**Run 1: placement density heat map**

The bar under the picture is 20 µm long. The die is cut into 8 by 8 equal tiles; white is low, dark blue is high, 0 to 100% covered.
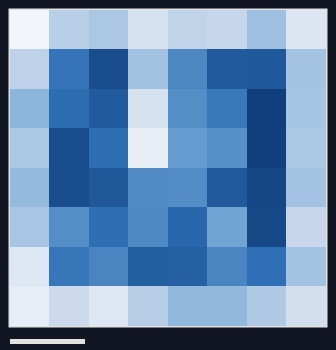
**Run 1: sequential cells coloured by netlist name**

The bar under the picture is 20 µm long.
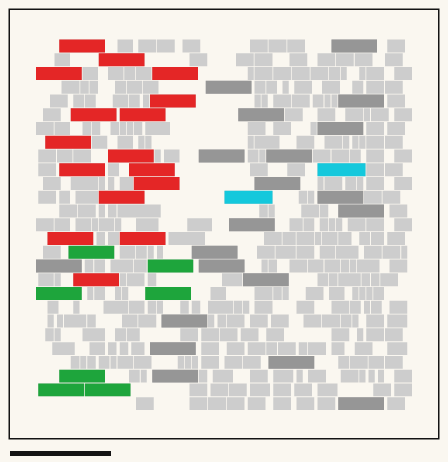
**Run 1: placed standard cells**

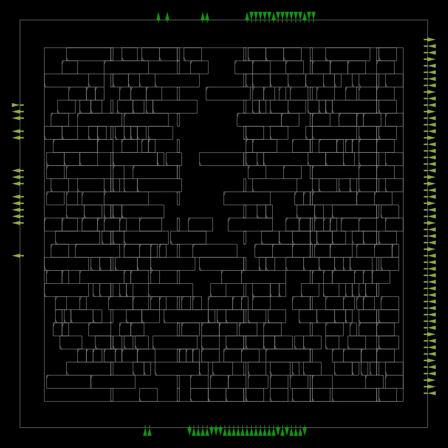
**Run 1: port wiring**

The bar under the picture is 20 µm long.
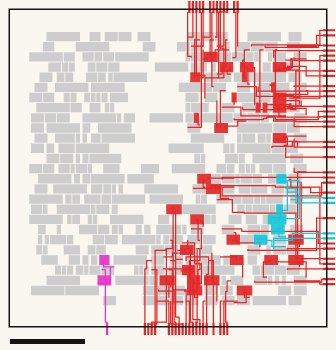
`src/rtl/histo_ingest_arbiter.sv`:
```
// histo_ingest_arbiter: round-robin sharing of the histogram core write port
// through a one-entry hold buffer, plus a dump-frame readout monitor.
module histo_ingest_arbiter #(
    parameter int NUM_REQ = 4,
    parameter int ID_W    = 2,
    parameter int FCNT_W  = 16
) (
    input  logic                  clk,
    input  logic                  bin_reset,
    input  logic [NUM_REQ-1:0]    req_valid,
    input  logic [16*NUM_REQ-1:0] req_data,
    input  logic [NUM_REQ-1:0]    req_enable,
    output logic [NUM_REQ-1:0]    req_ready,
    output logic [15:0]           hist_data_in,
    output logic                  hist_write_en,
    input  logic                  hist_ready,
    input  logic                  hist_valid_out,
    input  logic                  hist_last_bin,
    output logic [ID_W-1:0]       grant_id,
    output logic                  dumping,
    output logic [FCNT_W-1:0]     frame_count,
    output logic                  frame_err
);

    typedef enum logic {
        EMPTY = 1'b0,
        FULL  = 1'b1
    } buf_state_t;

    localparam int              BEAT_W      = 7;
    localparam logic [BEAT_W-1:0] FRAME_BEATS = 7'd64;
    localparam logic [ID_W-1:0] PTR_RST     = ID_W'(NUM_REQ - 1);
    localparam logic [ID_W:0]   NREQ_X      = (ID_W + 1)'(NUM_REQ);

    buf_state_t         state;
    logic [ID_W-1:0]    rr_ptr;
    logic [NUM_REQ-1:0] masked;
    logic               consume;
    logic               can_accept;
    logic               gnt_found;
    logic [ID_W-1:0]    gnt_idx;
    logic [ID_W:0]      cand;
    logic               load;

    logic [BEAT_W-1:0]  beat;
    logic [BEAT_W-1:0]  beat_nxt;

    assign masked     = req_valid & req_enable;
    assign consume    = (state == FULL) && hist_ready;
    assign can_accept = !bin_reset && ((state == EMPTY) || consume);
    assign load       = can_accept && gnt_found;

    assign hist_write_en = (state == FULL);
    assign dumping       = ~hist_ready;

    // Scan from far to near so the nearest set bit after rr_ptr wins.
    always_comb begin
        gnt_found = 1'b0;
        gnt_idx   = '0;
        cand      = '0;
        for (int k = NUM_REQ; k >= 1; k--) begin
            cand = {1'b0, rr_ptr} + (ID_W + 1)'(k);
            if (cand >= NREQ_X)
                cand = cand - NREQ_X;
            if (masked[cand[ID_W-1:0]]) begin
                gnt_found = 1'b1;
                gnt_idx   = cand[ID_W-1:0];
            end
        end
    end

    always_comb begin
        req_ready = '0;
        if (load)
            req_ready[gnt_idx] = 1'b1;
    end

    always_ff @(posedge clk or posedge bin_reset) begin
        if (bin_reset) begin
            state        <= EMPTY;
            rr_ptr       <= PTR_RST;
            hist_data_in <= '0;
            grant_id     <= '0;
        end else if (load) begin
            state        <= FULL;
            rr_ptr       <= gnt_idx;
            grant_id     <= gnt_idx;
            hist_data_in <= req_data[16*gnt_idx +: 16];
        end else if (consume) begin
            state        <= EMPTY;
        end
    end

    assign beat_nxt = beat + 1'b1;

    // A good frame is exactly 64 valid beats with last_bin on the 64th.
    always_ff @(posedge clk or posedge bin_reset) begin
        if (bin_reset) begin
            beat        <= '0;
            frame_count <= '0;
            frame_err   <= 1'b0;
        end else if (hist_valid_out && hist_last_bin) begin
            beat <= '0;
            if (beat_nxt == FRAME_BEATS) begin
                if (frame_count != '1)
                    frame_count <= frame_count + 1'b1;
            end else begin
                frame_err <= 1'b1;
            end
        end else if (hist_valid_out) begin
            if (beat == FRAME_BEATS) begin
                frame_err <= 1'b1;
                beat      <= '0;
            end else begin
                beat      <= beat_nxt;
            end
        end else if (hist_last_bin) begin
            frame_err <= 1'b1;
            beat      <= '0;
        end
    end

endmodule

```
`config.mk`:
```
export PLATFORM = sky130hd
export DESIGN_NAME = histo_ingest_arbiter
export DESIGN_NICKNAME = d
export VERILOG_FILES = /design/src/rtl/histo_ingest_arbiter.sv
export SDC_FILE = /design/constraint.sdc
export NUM_CORES = 1
export LEC_CHECK = 0
export CAP_MARGIN = 25
export CORE_MARGIN = 5
export CORE_UTILIZATION = 45
export CTS_CLUSTER_DIAMETER = 60
export DETAILED_ROUTE_END_ITERATION = 10
export PLACE_DENSITY = 0.87
export SLEW_MARGIN = 20
export SYNTH_ARGS = -nofsm -noshare
export SYNTH_HDL_FRONTEND = slang
export SYNTH_SLANG_ARGS = --single-unit
```
`constraint.sdc`:
```
create_clock -name clk -period 6.6 [get_ports clk]
set_input_delay 1.98 -clock clk [delete_from_list [all_inputs] [get_ports clk]]
set_output_delay 1.98 -clock clk [all_outputs]
set_load 0.02 [all_outputs]
```
==> Changelog: implementation, run 1 <==
### Implementation results

* Status: finished clean
* Post-CTS sizing at 0
* Area grow syn2layout at 53.5%
* Clock sinks at 45
* Most used cell, CP: clkdlybuf4s50_1
* RSZ-0062 raised after global routing: false
* Clk slew on worst S/H paths at 0.08 ns
* Die H at 84.6 µm
* Worst-path fanout max at 17
* Mapped Area at ~2500 µm²
* Critical path endpoint category: primary output
* GPL Wtd Cong at 0.903
* Synth Seq Share at 0.450
* Warnings from Yosys at 0
* Yosys stat chip area at between 2000 and 3000 µm²
* Top sig layer: met4
* Layout clock area frac at 0.0221
* Dominant comb cell: AND-OR/OR-AND gates
* Critical Path AT at 4.30 ns
* Initial DRC count at 147
* Reg power frac at 0.426
* Worst vdd ir at 0.000135 V
* Clk buf depth at 2
* Floorplan net count at between 300 and 400
* Internal Power at between 500 and 600 µW
* Post-DP HPWL at approximately 5600 µm
* Hold Path Depth at 1
* Root buf cell: clkbuf_8
* CP max-delay cell: clkdlybuf4s50_1
* Finish-stage setup viols at 0
* Switching share of power at 0.324
* Adder share at 0.0200
* Met1 WL at 2980 µm
* Async SR Flop Fraction at 1.00
* Reg-to-reg setup timing slack at roughly 4.1 ns
* Synth unique cells at between 40 and 50
* Crit path time final at 6.28 ns
* Clock Power at 169 µW
* Met2 WL post-DR at 3560 µm
* Comb pwr share at 0.360
* Layout cells sized above 1 at 0.0771
* P_comb at approximately 290 µW
* Final nets at between 400 and 500
* Net Sw Power at between 200 and 300 µW
* Mean Syn Cell Area at 9.72 µm²
* Met3 WL at 694 µm
* Yosys xor share at 0.0629
* Worst reg2reg startpoint: beat[0]
* Tool warnings at 28
* Area leader, netlist: dfrtp_1
* CP max stage delay at about 0.61 ns
* Worst EP required at around 4.6 ns
* Final Hold Fails at 0
* Largest net degree at the start of global routing at ~46
* Post-synth EDFFs at 0
* Final Max Tran Viols at 0
* Setup TNS at 0 ns
* GRT busiest layer: met2
* Fraction of area in multi-input gates at 0.334
* Num CTS Buffers at 5
* Fillers at around 420
* HP Class: reg -> reg
* Most numerous logic cell after layout: clkdlybuf4s50_1
* Hold endpoint: frame_err
* Vias in the first global route at 2,572
* FF-to-FF path depth at 7
* Max-Cap Viols at 0
* Final WL at 7360 µm
* Gr ovfl total at 0
* N_taps at ~70
* Antenna diodes at 0
* Least-Margin Pin Slew at 0.753 ns
* Slew HR at 0.498
* PortBufs at 117
* Clk_skew at 0.00974 ns
* GR Util met1 at 0.265
* Placed cell area at 3740 µm²
* Hold path start: frame_err
* Yosys aoi share at 0.194
* Synthesized instance count at 258
* Top cells by area: dfrtp_1, a222oi_1, xnor2_1
* Ys flops at 45
* Leak at 1.50 nW
* All-layer global routing usage at 0.211
* # clk buffers at 7
* Met2 usage at 0.351
* Gate Area at roughly 1300 µm²
* MUX share of area at 0.0419
* Top area contributor share at 0.429
* First-pass GRT wire length at 12,300 µm
* Number of non-clock inverters at 12
* Non-CTS buffers at 121
* Ys cells at 258
* Post-synth top flop: dfrtp_1
* R2r endpoint: frame_count[4]
* Most frequent cells in the layout: clkdlybuf4s50_1, dfrtp_1, nand2_1
* Final non-clock buffer share at 0.315
* Design area at 3850 µm²
* Starting Density at 0.458
* CP Cell Sequence: clkdlybuf4s50_1, a22oi_1, o21ai_1, a21oi_2, and2_1, clkdlybuf4s50_1
* Simple share at 0.191
* Antenna violations before repair at 0
* Startpoint types: primary input
* Highest Clock Rate at 0.159 GHz
* I/O pins at 118
* Seq pwr at 336 µW
* Clock power frac at 0.214
## Picture notes: 'placement density heat map'
emptiest ninth of the die: bottom left
tiles over 75% full: 25%
mean over tiles: 53%
fullest tile: 94%

## Picture notes: 'sequential cells coloured by netlist name'
legend:
  green:
    signal: beat
    placed_flops: 7
  red:
    signal: frame_count
    placed_flops: 16
  cyan:
    signal: rr_ptr
    placed_flops: 2

## Picture notes: 'placed standard cells'
std cell rows: 27
registers: 45
Finished Layout Cells: 448
fin util: 0.703
Core Area: 5470 µm²

## Picture notes: 'port wiring'
legend:
  cyan:
    port: req_enable
    bits: 4
    direction: input
    end_cells: 9
    buffers: 4
    wire: 112 µm
  magenta:
    port: hist_valid_out
    bits: 1
    direction: input
    end_cells: 3
    buffers: 1
    wire: 28.6 µm
  red:
    port: req_data
    bits: 64
    direction: input
    end_cells: 32
    buffers: 64
    wire: 1,670 µm

run 1: flip-flops by register name, indices dropped and copies added (netlist names):
register,flops
beat,7
frame_count,16
frame_err,1
grant_id,2
hist_data_in,16
hist_write_en,1
rr_ptr,2
run 1: per-stage QoR:
step	std cells	hold WS [ns]	util	total power, mW	setup slack, ns
after floorplan	258	0.504	-	0.485	1.36
after global placement	439	0.456	0.683	0.619	0.384
after detailed placement	439	0.461	0.683	0.626	0.301
after CTS	447	0.484	0.699	0.797	0.287
after global routing	448	0.521	0.703	0.838	0.194
final	448	0.484	0.703	0.790	0.320
run 1: worst max path at each step:
| stage | depth (start not counted) | slack [ns] | startpoint | endpoint |
|---|---|---|---|---|
| 6_report | 6 | 0.32 | req_valid[2] | req_ready[1] |
| 5_1_grt | 6 | 0.19 | req_valid[2] | req_ready[1] |
| 4_1_cts | 6 | 0.29 | req_valid[2] | req_ready[1] |
| 3_5_place_dp | 6 | 0.30 | req_valid[2] | req_ready[1] |
| 3_3_place_gp | 6 | 0.38 | req_valid[2] | req_ready[1] |
| 2_1_floorplan | 7 | 1.36 | req_valid[1] | req_ready[3] |
run 1: synthesized netlist by cell type, types with 2 or more instances:
cell and instances:
dfrtp_1 43, o21ai_0 9, a222oi_1 16, o21ai_1 2
a31oi_1 9, and3_1 3, nand3_1 9, ha_1 4
buf_2 3, o21a_1 2, a21oi_2 2, mux2_1 7
xor2_1 4, a211oi_2 2, o221ai_1 3, a21oi_1 13
inv_1 12, dfstp_2 2, nand4_1 7, and4_1 2
nand2_1 29, clkbuf_1 6, xnor2_1 14, or2_1 2
nor2_1 24, nand3b_1 2, and2_1 6
run 1: worst max-delay path, delay by kind of cell:
| kind | cells | cell delay, ns |
|---|---|---|
| compound gates | 3 | 1.06 |
| buf+inv | 2 | 1.05 |
| simple gates | 1 | 0.22 |
**Run 1: power grid**

The bar under the picture is 20 µm long. Pins as bars on the die edge. Tap cells in grey.
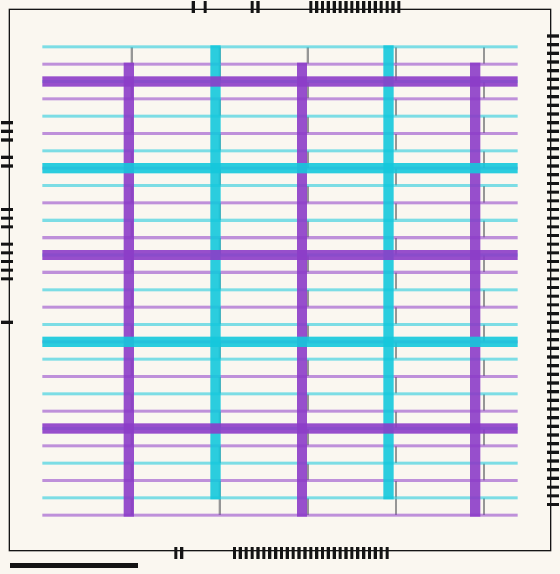

==> inputs of run 2 (changes only) <==
--- a/config.mk
+++ b/config.mk
@@ -10,7 +10,7 @@
 export CORE_UTILIZATION = 45
 export CTS_CLUSTER_DIAMETER = 60
 export DETAILED_ROUTE_END_ITERATION = 10
-export PLACE_DENSITY = 0.87
+export PLACE_DENSITY = 0.95
 export SLEW_MARGIN = 20
 export SYNTH_ARGS = -nofsm -noshare
 export SYNTH_HDL_FRONTEND = slang
**Run 2: power grid**

The bar under the picture is 20 µm long. Pins as bars on the die edge. Tap cells in grey.
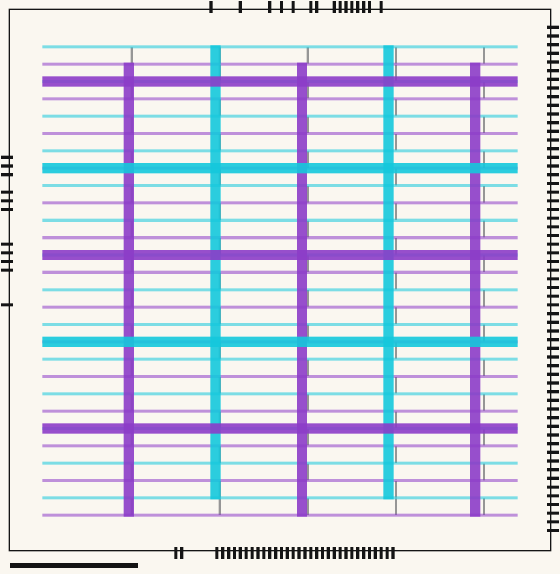
legend:
  cyan:
    net: VDD
  purple:
    net: VSS
met5 straps: 5
rows: 27

**Run 2: placed standard cells**

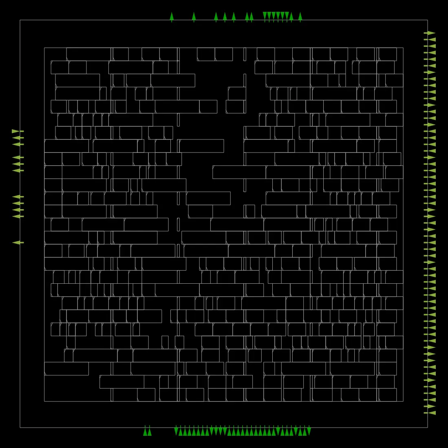
Finished Layout Cells: 449
Seq area share: 0.290
fin util: 0.712
n_taps: 72
fillers: 412

**Run 2: sequential cells coloured by netlist name**

The bar under the picture is 20 µm long.
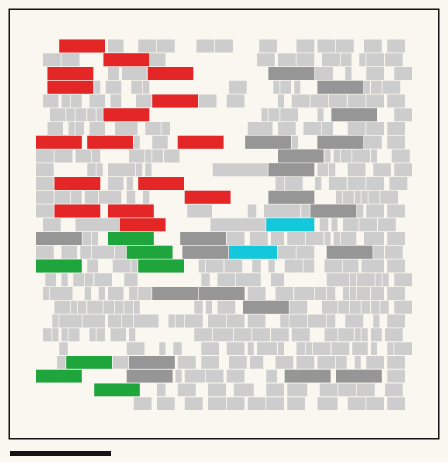
legend:
  green:
    signal: beat
    placed_flops: 7
  red:
    signal: frame_count
    placed_flops: 16
  cyan:
    signal: rr_ptr
    placed_flops: 2

==> Changelog: implementation, run 2 <==
### Implementation results

* Root buf cell: clkbuf_8 (unchanged)
* Final Hold Fails at 0 (unchanged)
* Floorplan net count at 339 (unchanged)
* Clock sinks at 45 (unchanged)
* Layout cells sized above 1 at 0.0822 (was 0.0771)
* Highest Clock Rate at 0.159 GHz (about the same)
* Placed cell area at 3740 µm² (unchanged)
* Most frequent cell after synthesis: dfrtp_1 (unchanged)
* Critical Path AT at 4.31 ns (was 4.30 ns)
* Met2 WL post-DR at 4020 µm (was 3560 µm)
* Async SR Flop Fraction at 1.00 (unchanged)
* Post-DP HPWL at 6110 µm (was 5650 µm)
* Setup TNS at 0 ns (unchanged)
* Max-Cap Viols at 0 (unchanged)
* Synthesized instance count at 258 (unchanged)
* Final Max Tran Viols at 0 (unchanged)
* Slew HR at 0.472 (was 0.498)
* Top cells by area: dfrtp_1, a222oi_1, xnor2_1 (unchanged)
* HP Class: reg -> reg (unchanged)
* Final nets at 457 (was 456)
* Setup WS post-layout at 0.309 ns (was 0.320 ns)
* Mean Syn Cell Area at 9.72 µm² (unchanged)
* Drt drc at 0 (unchanged)
* WHS at 0.499 ns (was 0.484 ns)
* PortBufs at 117 (unchanged)
* Clk buf depth at 2 (unchanged)
* GRT busiest layer: met2 (unchanged)
* Area grow syn2layout at 55.4% (was 53.5%)
* Antenna violations before repair at 0 (unchanged)
* Worst EP required at 4.62 ns (about the same)
* Critical path buffers and inverters at 2 (unchanged)
* Std cell rows at 27 (unchanged)
* Least-Margin Pin Slew at 0.792 ns (was 0.753 ns)
* Gr ovfl total at 0 (unchanged)
* Post-route total power at 874 µW (was 790 µW)
* Final WL at 8060 µm (was 7360 µm)
* Antenna diodes at 0 (unchanged)
* Synth Seq Share at 0.450 (unchanged)
* Critical path endpoint category: primary output (unchanged)
* Yosys stat chip area at 2510 µm² (unchanged)
* Most numerous logic cell after layout: clkdlybuf4s50_1 (unchanged)
* Tool warnings at 28 (unchanged)
* Mapped Area at 2510 µm² (unchanged)
* Clk slew on worst S/H paths at 0.08 ns (about the same)
* Met3 WL at 674 µm (was 694 µm)
* Pre-CTS setup slack at 0.316 ns (was 0.301 ns)
* Ys cells at 258 (unchanged)
* GR Util met1 at 0.280 (was 0.265)
* Worst-path fanout max at 17 (unchanged)
* Design area at 3900 µm² (was 3850 µm²)
* Num CTS Buffers at 5 (unchanged)
* CP delay by family, top: buffers and inverters (was AND-OR/OR-AND gates)
* Top area contributor share at 0.429 (unchanged)
* CP max-delay cell: a21oi_2 (was clkdlybuf4s50_1)
* Most used cell, CP: clkdlybuf4s50_1 (unchanged)
* CP Cell Sequence: clkdlybuf4s50_1, nand2_1, o21a_1, o21ai_1, a21oi_2, and2_1, clkdlybuf4s50_1 (was clkdlybuf4s50_1, a22oi_1, o21ai_1, a21oi_2, and2_1, clkdlybuf4s50_1)
* Cells after DPL at 439 (unchanged)
* Ys flops at 45 (unchanged)
* Top sig layer: met4 (unchanged)
* RSZ-0062 raised after global routing: false (unchanged)
* Top Registers: frame_count: 16 flops, hist_data_in: 16 flops, beat: 7 flops (unchanged)
* Synth top cells by count: dfrtp_1, nand2_1, nor2_1, a222oi_1, xnor2_1 (unchanged)
* CP max stage delay at 0.60 ns (was 0.61 ns)
* Finish-stage setup viols at 0 (unchanged)
* I/O pins at 118 (unchanged)
* Crit path time final at 6.29 ns (was 6.28 ns)
* Starting Density at 0.458 (unchanged)
* Initial DRC count at 183 (was 147)
* Vias in the first global route at 2,622 (was 2,572)
* GPL Wtd Cong at 0.858 (was 0.903)
* Status: finished clean (unchanged)
[run 2: cell counts after synthesis]
Identical to the previous run, type by type.
[run 2: layout make-up]
cell class,instances,area (µm²),share of cell area
clock inverters,3,65.1,0.0167
multi-input cells,190,1280,0.329
clock buffers,5,68.8,0.0177
flip-flops and latches,45,1130,0.290
repair buffers,122,1220,0.313
inverters,12,45.0,0.0116
well taps,72,90.1,0.0231
[run 2: path summary, 6_finish.rpt]
| path | start | end | slack, ns | cells past startpoint |
|---|---|---|---|---|
| max | req_valid[3] | req_ready[1] | 0.31 | 7 |
| min | frame_err | frame_err | 0.50 | 1 |
| max reg2reg | beat[0] | frame_count[4] | 4.07 | 7 |
| min reg2reg | frame_err | frame_err | 0.50 | 1 |
| max in group asynchronous | bin_reset | rr_ptr[0] | 4.06 | 3 |
| min in group asynchronous | bin_reset | hist_write_en | 1.99 | 2 |
[run 2: cells by family (layout without fill, tap and decap cells)]
| logic type | Yosys count | after routing | synth area share |
|---|---|---|---|
| mux | 9 | 9 | 0.0419 |
| fa+ha+maj | 4 | 4 | 0.0200 |
| buf+inv | 23 | 142 | 0.0404 |
| compound gates | 65 | 65 | 0.194 |
| simple gates | 94 | 94 | 0.191 |
| xor+xnor | 18 | 18 | 0.0629 |
| flops | 45 | 45 | 0.450 |
[run 2: worst register-to-register path, stage by stage (launching register included)]
cell and delay (ns):
dfrtp_1 0.45, ha_1 0.30, nand3_1 0.13, xor2_1 0.20, nand4_1 0.24, a211oi_2 0.72
and4_1 0.30, xor2_1 0.14
[run 2: report_power, final]
part / total [mW] / leakage, nW / switching [mW] / internal (mW)
combinational: 0.287 / 0.898 / 0.141 / 0.146
clock: 0.249 / 0.0681 / 0.0983 / 0.150
sequential: 0.339 / 0.563 / 0.0262 / 0.312
Power is estimated from default activity; no workload was simulated.
